==> config.mk <==
export PLATFORM = sky130hd
export DESIGN_NAME = axis_video_sink
export DESIGN_NICKNAME = d
export VERILOG_FILES = /design/src/rtl/axis_video_sink.sv
export SDC_FILE = /design/constraint.sdc
export NUM_CORES = 1
export LEC_CHECK = 0
export ABC_AREA = 1
export CORE_ASPECT_RATIO = 0.7
export CORE_UTILIZATION = 48
export DETAILED_ROUTE_END_ITERATION = 7
export GPL_ROUTABILITY_DRIVEN = 0
export PLACE_DENSITY = 0.76
export SYNTH_ARGS = -nofsm -noshare
export SYNTH_HDL_FRONTEND = slang
export SYNTH_SLANG_ARGS = --single-unit
==> constraint.sdc <==
create_clock -name pixel_clk -period 1.96 [get_ports pixel_clk]
set_input_delay 0.294 -clock pixel_clk [delete_from_list [all_inputs] [get_ports pixel_clk]]
set_output_delay 0.294 -clock pixel_clk [all_outputs]
set_load 0.1 [all_outputs]
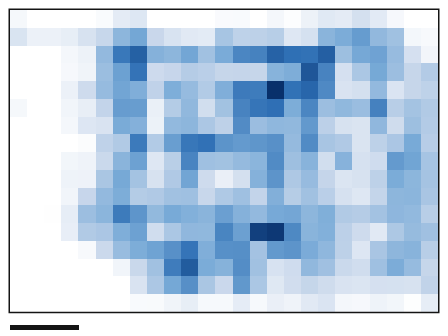
Figure 1: run 1, signal metal coverage by tile.
The bar under the picture is 20 microns long. The die is cut into 25 by 17 equal tiles; white is low, dark blue is high, scaled to the fullest tile. Values are wire area over tile area, all layers added.
The emptiest ninth of the die: lower left. The mean over all tiles is 0.20. 18% of the tiles are over half the peak.
vias: 4,970
gr usage total: 25.5%
routed wire length: 13,000 microns

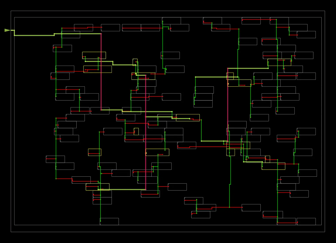
Figure 2: run 1, clock routing.
clk sink count: 94
skew final: 0.00304 ns
CLK BUF: 10
Clk power: 1750 uW
worst skew pair latency: 0.34 ns

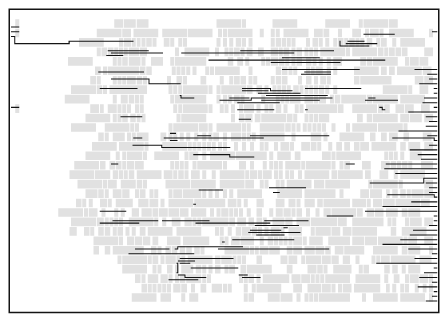
Figure 3: run 1, met3 routing.
Cells faint in the background.
The layer holds 9.5% of the routed length. The wires run mostly horizontal.
M3 GR Usage: 5.56%

==> changes_impl.md, run 1 <==
## Implementation

- CTS tree: built
- Synth Area per Inst: roughly 6.7 sq um
- Critical path endpoint category: flop
- Area growth syn-to-layout: 26.3%
- Post-Layout Cell Count: 965
- Pin count of the biggest net entering global routing: 32
- Initial antenna violation count: 0
- Tool warnings: 45
- Dpl hpwl: around 9600 microns
- Post-Synth Adder-Cell Area: under 10%
- Cell count along the critical path: 13
- Lkg Pwr: about 0.0026 uW
- Inserted Clock Buffers: 9
- Arrival time worst endpoint: 2.16 ns
- Max-Cap Viols: 0
- Slowest CP cell: dfxtp_2
- Yosys cell types: 36
- Overall Power: approximately 4400 uW
- Site Rows: 30
- Xor/xnor share: around 2.5%
- Wire per inst: about 13 microns
- Routed Antenna Nets: 0
- Most used cell along the critical path: nand2_1
- Vias per cell: ~5
- Critical path startpoint category: flop
- Critical Path RT: about 2.2 ns
- Kind of critical path: reg2reg
- Hold path cells: 2
- Core box area: ~9800 sq um
- Yosys chip area: a little under 5000 sq um
- Register-to-register setup slack: between 0.08 and 0.09 ns
- Dominant comb cell: simple AND/OR/NAND/NOR gates
- Aoi/oai-family share of the synthesized area: between 10% and 20%
- # hold bufs at CTS: 0
- Max Clk Rate: approximately 530 MHz
- Setup violations, final: 0
- CTS Root Cell: clkbuf_16
- Largest fanout on the critical path: 7
- Main synth FF type: dfxtp_1
- Ys cells: between 700 and 800
- CP peak stage delay: ~0.36 ns
- Ant diodes: 0
- IO Pins: ~82
- Total gr overflow: 0
- H-tree depth: 3
- Clk slew on worst S/H paths: about 0.060 ns
- Pwr dens: 700 nW/um^2
- DRC errors left: 0
- Util after Layout: between 60% and 70%
- Buffers and inverters on the worst path: 4
- Minimum clock period: 1.88 ns
- Final hold violation count: 0
- RSZ-0062 raised after global routing: yes
- Yosys reg bits: roughly 94
- EDFF count, synth: 0
- Hold crit path type: reg2reg
- Cells after Synth: 739
- Crit-path cells: inv_2, ha_4, inv_2, nor2_4, nand4_4, nor2_4, clkbuf_16, nand2_1, nand2_1, inv_1, nand2_1, nand2_1, nor2_1
- Nets@finish: a little under 900
- # port buffers: around 53
- Die Span Y: roughly 87 microns
- Placed cell count: between 900 and 1,000
- Status: complete, no violations
- Iteration tally of the first detailed-router pass: 5
- Synthesized cell area: approximately 4900 sq um
- Number of global-route vias before repair: between 4,000 and 5,000
- Buffer levels on the longest clock path: 2
-- run 1: routing by layer --
layer	global-route usage, %	part of all wire [%]
met5	0	0
met4	8.21	1.1
met3	5.56	9.5
met2	40.5	44
met1	34.4	45
-- run 1: stage by stage --
step	cell area [sq um]	hold slack, ns	TNS (ns)
3_3_place_gp	5780	0.418	-1.84
3_5_place_dp	5780	0.418	-4.19
6_report	6230	0.426	0
5_1_grt	6230	0.457	-0.0377
4_1_cts	6090	0.428	-0.0286
2_1_floorplan	4990	0.381	0
-- run 1: kinds of logic after synthesis --
| group | count (synthesis) |
|---|---|
| compound gates | 110 |
| buf+inv | 110 |
| other cells | 1 |
| fa+ha+maj | 10 |
| flops | 94 |
| xor+xnor | 14 |
| simple gates | 400 |
-- run 1: area by class of cell --
type                            instances  area, sq um
Inverter                               77          294
Multi-Input combinational cell        550         2700
Fill cell                             816         3600
Tap cell                              128          160
Timing Repair Buffer                  100          893
Clock inverter                          6         61.3
Clock buffer                           10          239
Sequential cell                        94         1890
-- run 1: cell usage after synthesis (all sizes together) (2+ instances only) --
cell type,n,area share (%)
a21oi,52,5.3
buf,28,3.9
clkbuf,5,0.38
dfxtp,94,38
ha,10,2.5
inv,76,5.8
nand2,181,14
nand3,44,4.8
nand4,13,2.0
nor2,145,12
nor3,12,1.4
nor4,2,0.25
o211ai,2,0.30
o21a,2,0.30
o21ai,51,5.2
o21bai,3,0.46
or2,3,0.38
xnor2,2,0.35
xor2,12,2.1
-- run 1: power by group --
part	internal [uW]	total, uW	switching (uW)
logic	168	641	473
registers	1940	1970	28.9
clock network	1020	1750	734
-- run 1: cells in the final DEF (no fill, tap or decap), types with 16 or more instances in the layout --
master,netlist,final
nand2_1,175,170
nor2_1,137,134
dfxtp_1,94,89
buf_4,19,75
inv_1,67,64
a21oi_1,51,51
o21ai_0,49,46
nand3_1,42,35
clkdlybuf4s50_1,0,17
conb_1,1,16
-- run 1: worst register-to-register path: stages, from the launching register on --
cell       delay [ns]
dfxtp_2          0.36
inv_2            0.06
ha_4             0.27
inv_2            0.04
nor2_4           0.12
nand4_4          0.18
nor2_4           0.26
clkbuf_16        0.20
nand2_1          0.05
nand2_1          0.05
inv_1            0.03
nand2_1          0.05
nand2_1          0.05
nor2_1           0.10
-- run 1: repair_timing --
item	CTS	global route
cloned	0	1
pin swaps	0	6
buffers inserted	0	2
gates resized	5	32
setup endpoints to repair	15	83
Figure 4. Clock wires, drivers and flops (run 1).
The bar under the picture is 20 microns long.
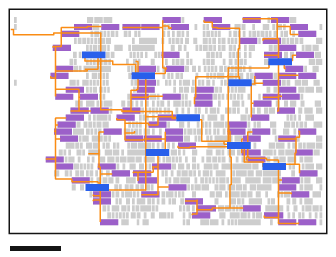

--- run 2 (diff from run 1) ---
- CORE_ASPECT_RATIO: 0.7 -> not set
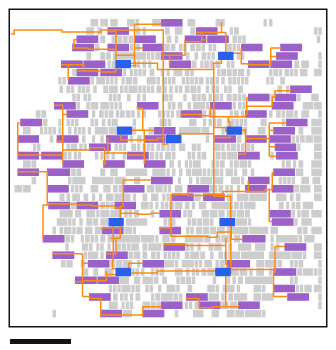
Figure 5: run 2, clock wires, drivers and flops.
The bar under the picture is 20 microns long.
Key: purple = flip-flops [count 94]; orange = clock wires [length 1,150 microns]; blue = cells driving clock nets [count 9]
Position of the flops: spread over the die.
skew final: 0.0110 ns
Clk power: 1450 uW
Clock Power Share: 35.7%
worst skew pair latency: 0.38 ns

==> changes_impl.md, run 2 <==
## Implementation

- Status: complete, no violations (unchanged)
- Initial antenna violation count: 0 (unchanged)
- Pwr dens: 655 nW/um^2 (was 700 nW/um^2)
- Number of global-route vias before repair: 4,647 (was 4,561)
- Grt met1 use: 29.9% (was 34.4%)
- Main synth FF type: dfxtp_1 (unchanged)
- Yosys cell types: 36 (unchanged)
- EDFF count, synth: 0 (unchanged)
- Placed inst area: 5830 sq um (was 5780 sq um)
- Largest fanout on the critical path: 4 (was 7)
- Final hold violation count: 0 (unchanged)
- Grt peak-use layer: met2 (unchanged)
- Synthesized cell area: 4940 sq um (unchanged)
- Die Span Y: 103 microns (was 86.9 microns)
- Yosys chip area: 4940 sq um (unchanged)
- Critical path endpoint category: flop (unchanged)
- Kind of critical path: reg2reg (unchanged)
- Pin count of the biggest net entering global routing: 24 (was 32)
- Iteration tally of the first detailed-router pass: 5 (unchanged)
- Clk slew on worst S/H paths: 0.09 ns (was 0.06 ns)
- Top logic cell by instance count in the layout: nand2_1 (unchanged)
- DRC errors left: 0 (unchanged)
- Site Rows: 36 (was 30)
- Routed Antenna Nets: 0 (unchanged)
- Register-to-register setup slack: 0.07 ns (was 0.08 ns)
- CTS tree: built (unchanged)
- Post-Layout Cell Count: 975 (was 965)
- RSZ-0062 raised after global routing: yes (unchanged)
- Dpl hpwl: 9170 microns (was 9580 microns)
- M3 GR Usage: 4.97% (was 5.56%)
- Main area contributors after synthesis: dfxtp_1 (38%), nand2_1 (13%), nor2_1 (10%) (unchanged)
- Max Clk Rate: 528 MHz (was 533 MHz)
- Inserted Clock Buffers: 9 (unchanged)
- GR Util met2: 42.3% (was 40.5%)
- Nets@finish: 877 (was 872)
- Critical Path RT: 2.27 ns (was 2.24 ns)
- Max-Cap Viols: 0 (unchanged)
- Arrival time worst endpoint: 2.20 ns (was 2.16 ns)
- Routed wire length: 12,400 microns (was 13,000 microns)
- Fin area: 6220 sq um (was 6230 sq um)
-- run 2: what timing repair did --
item	in CTS	in global routing
resized	5	31
setup buffers	1	5
pin swaps	2	8
endpoints found under the setup margin	19	83
-- run 2: area by class of cell --
class	instances	area, sq um
timing repair buffer	105	942
multi-input combinational	550	2690
clock buffer	10	128
sequential	94	1890
tap	133	166
fill	848	3640
clock inverter	6	93.8
inverter	77	310
-- run 2: stage by stage --
step	hold WS (ns)	setup TNS [ns]
2_1_floorplan	0.381	0
3_3_place_gp	0.417	-1.34
3_5_place_dp	0.419	-2.48
4_1_cts	0.434	0
5_1_grt	0.458	-0.262
6_report	0.431	0
-- run 2: cell families after synthesis --
group,synth area share (%)
other,0.0760
AOI/OAI and AO/OA,11.7
xor gates and xnor gates,2.48
adders and majority gates,2.53
and+or+nand+nor,34.9
buffers and inverters,10.2
DFF,38.1
-- run 2: metal layers --
layer,share of wire (%),vias up
met5,0,-
met4,2.2,0
met3,6.0,24
met2,48,166
met1,44,2288
li1,-,2516
-- run 2: power breakdown --
group | total [uW] | switching, uW | internal [uW]
registers | 1970 | 26.7 | 1940
clock network | 1450 | 724 | 730
logic | 654 | 476 | 178
total | 4080 | 1230 | 2850
-- run 2: critical path, cell delays in order, from the launching register on --
cell and delay, ns:
dfxtp_2 0.36, buf_4 0.11, ha_2 0.19, nor2_4 0.05, nand2_4 0.09, nand3_4 0.12
inv_4 0.11, buf_4 0.11, nand3_1 0.08, a21oi_2 0.22, buf_4 0.17, nand2_1 0.05
a21oi_1 0.16
Power is estimated from default activity; no workload was simulated.
